**Metal 2**

Cells faint in the background.
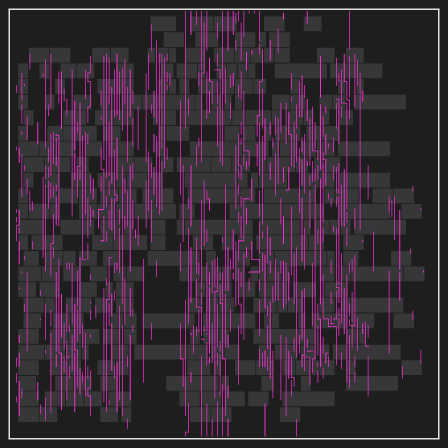
**Placed standard cells**

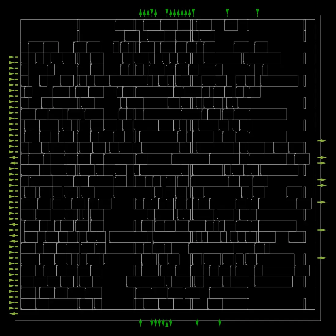
**Placement density heat map**

The die is cut into 7 by 7 equal tiles; white is low, dark blue is high, 0 to 100% covered.
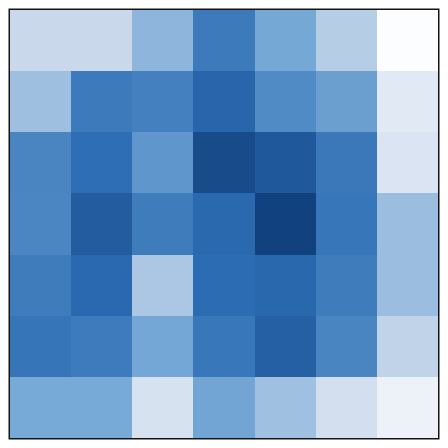
==> config.mk <==
export PLATFORM = sky130hd
export DESIGN_NAME = hazard_mc
export DESIGN_NICKNAME = d
export VERILOG_FILES = /design/src/rtl/hazard_mc.sv
export SDC_FILE = /design/constraint.sdc
export NUM_CORES = 1
export LEC_CHECK = 0
export CAP_MARGIN = 20
export CORE_UTILIZATION = 41
export CTS_CLUSTER_SIZE = 14
export DETAILED_ROUTE_END_ITERATION = 12
export GPL_TIMING_DRIVEN = 0
export PLACE_DENSITY = 0.78
export SYNTH_ARGS = -nofsm -noshare
export SYNTH_HDL_FRONTEND = slang
export SYNTH_SLANG_ARGS = --single-unit
==> constraint.sdc <==
create_clock -name clk -period 2.7 [get_ports clk]
set_input_delay 0.54 -clock clk [delete_from_list [all_inputs] [get_ports clk]]
set_output_delay 0.54 -clock clk [all_outputs]
set_load 0.02 [all_outputs]
==> results.py <==
# Synthesis and PnR figures
metrics = {
    "setup_path": {
        "crit_top_cell": "buf_6",
        "worstSetupPathType": "in2out",
        "r2r_cells": 8,
        "required_ns": 2.16,
        "cp_max_fo": 5,
        "crit_chain": "buf_8, or4_1, o211ai_1, buf_4, o221a_4, buf_12, nor3_4, buf_6, buf_6",
    },
    "logic_synthesis": {
        "ys_warn_count": 0,
        "ys_seq_frac": 0.302,
        "synth-main-ff-cell": "dfrtp_1",
        "edf_count": 0,
        "ys_async_sr_fraction": 1.00,
        "ys_area_um2": 2160,
        "fp_nets": 304,
        "synth_flops": 26,
        "synth_cells": 254,
    },
    "drt": {
        "via_per_inst": 5.61,
        "top_layer": "met4",
        "antenna_left": 0,
        "met3_length_um": 288,
        "drt-initial-drc-count": 206,
        "wl_per_cell_um": 14.8,
        "drc_errors": 0,
    },
    "sta": {
        "hold_viol": 0,
        "maxSlewViolCount": 0,
        "worst_slew_pin_slew_ns": 0.539,
        "rsz0062_at_grt": "yes",
        "fmax_ghz": 0.374,
        "clock_skew_ns": 0.00478,
        "report.final.setup_viol": 0,
        "whs_ns": 0.440,
        "fin_crit_sh": 0.991,
    },
    "run": {
        "warning_count": 30,
    },
    "global_routing": {
        "grt_start_max_net_pins": 27,
        "grt_pass1_vias": 2176,
        "antenna_found_initial": 0,
        "grt_pass1_wl_mm": 9.67,
        "gr-total-overflow": 0,
        "track_usage": 0.219,
    },
    "floorplanning": {
        "fp.dieW_um": 74.5,
        "rows": 26,
        "ios": 79,
        "die_h_um": 74.5,
    },
    "cts": {
        "insertion_delay_ns": 0.27,
        "cts-buffers-inserted": 3,
        "clockBufferDepth": 2,
        "clk_pin_slew_worst_paths_ns": 0.09,
        "tritoncts": "built",
        "htreeDepth": 1,
    },
    "power": {
        "max-vdd-ir-drop_mv": 0.192,
        "power_leakage_nw": 1.27,
        "power_density_nw_per_um2": 338,
    },
    "layout": {
        "layout_top_cell": "clkdlybuf4s50_1",
        "num-nets-final": 387,
        "area_delta_synth_final_pct": 46.0,
        "lay_top_cells": "clkdlybuf4s50_1, xnor2_1, dfrtp_1, a21oi_1, nor2_1",
        "stdcell_count": 406,
        "insertedDiodeCount": 0,
        "largest_reg_flops": 16,
    },
    "outcome": {
        "outcome": "complete, no violations",
    },
    "placement": {
        "gp_congestion": 0.847,
        "hpwlAfterDp_mm": 4.50,
        "dp_cells": 395,
    },
    "min_path": {
        "hp-class": "in2async",
    },
}
## Picture notes: 'metal 2'
- nets with wire on the layer: 340
- wire length on this layer: 2980 um
- longest straight run: 30.2 um
- share of all routed wire: 50%
Vias: 2279
routed wire length: 5.99 mm
met2 Use GR: 0.401

## Picture notes: 'placed standard cells'
Tapcell Cnt: 70
sequential fraction of total cell area: 0.207
fill cell count: 459

## Picture notes: 'placement density heat map'
- emptiest ninth of the die: north-east
- nearly empty tiles: 2.0%
- mean over tiles: 55%
Pre-Place Util: 0.425
core area: 5070 um^2
Core Util, Final: 0.620

-- where the power goes --
group          internal, W  leakage (nW)  switching, W  total [W]
Clock             0.000198        0.0357      0.000125   0.000323
Combinational     0.000156         0.882      0.000167   0.000324
Sequential        0.000402         0.351     0.0000161   0.000418
Total             0.000757          1.27      0.000308    0.00106
-- worst max-delay path, delay by kind of cell --
kind	cells	cell delay, ns
and+or+nand+nor	2	0.56
AOI/OAI and AO/OA	2	0.40
buffers and inverters	5	0.64
-- metrics by stage --
step	area [um^2]	worst slack, ns	total power [W]	setup TNS (ns)
after floorplan	2210	-0.00746	0.000601	-0.00746
after global placement	3010	-1.11	0.000731	-6.65
after detailed placement	3010	-1.16	0.000738	-7.88
after CTS	3100	-0.0655	0.00106	-0.0655
after global routing	3150	-0.0489	0.00111	-0.0489
final	3150	0.0241	0.00106	0
-- cells by family (layout without fill, tap and decap cells) --
group,after synthesis,count (layout),share of synthesized area
DFF,26,26,0.302
muxes,3,3,0.0157
adders and majority gates,3,3,0.0174
buffers and inverters,22,104,0.0499
xor gates and xnor gates,42,42,0.171
AOI/OAI and AO/OA,55,55,0.176
and+or+nand+nor,103,103,0.268
-- metal layers --
| metal | vias up | global-route usage |
|---|---|---|
| met1 | 1075 | 0.258 |
| met5 | - | 0 |
| met2 | 81 | 0.401 |
| met3 | 14 | 0.0298 |
| met4 | 0 | 0.0839 |
| li1 | 1109 | - |
-- cells in the mapped netlist (all sizes together), types with 2 or more instances --
library cell,instances,area [um^2]
o31ai,11,82.6
ha,3,37.5
nand2,10,37.5
clkbuf,6,22.5
mux2,3,33.8
o22a,3,26.3
nor4,8,50.1
o311a,2,20.0
a21oi,21,109
nand2b,2,12.5
nand4,5,31.3
a21o,3,22.5
xnor2,29,254
inv,6,22.5
dfrtp,26,651
a31oi,3,18.8
nor2,21,78.8
o21ai,4,20.0
and3,3,28.8
nand3,13,65.1
nor3,12,60.1
or3,4,25.0
buf,10,62.6
or4,16,120
xor2,13,114
nor2b,5,31.3
-- area by class of cell --
cell class	instances	area (um^2)
fill	459	1930
sequential	26	651
multi-input combinational	206	1480
inverter	6	22.5
tap	70	87.6
timing repair buffer	79	721
clock buffer	3	41.3
clock inverter	1	30.0
buffer	15	118
-- what timing repair did --
action / CTS / global route
buffers inserted: 4 / 3
resized: 60 / 37
endpoints found under the hold margin: 0 / 0
setup endpoints to repair: 12 / 7
pin swaps: 7 / 20
No activity file was given, so power comes from the tool's default toggle rates.
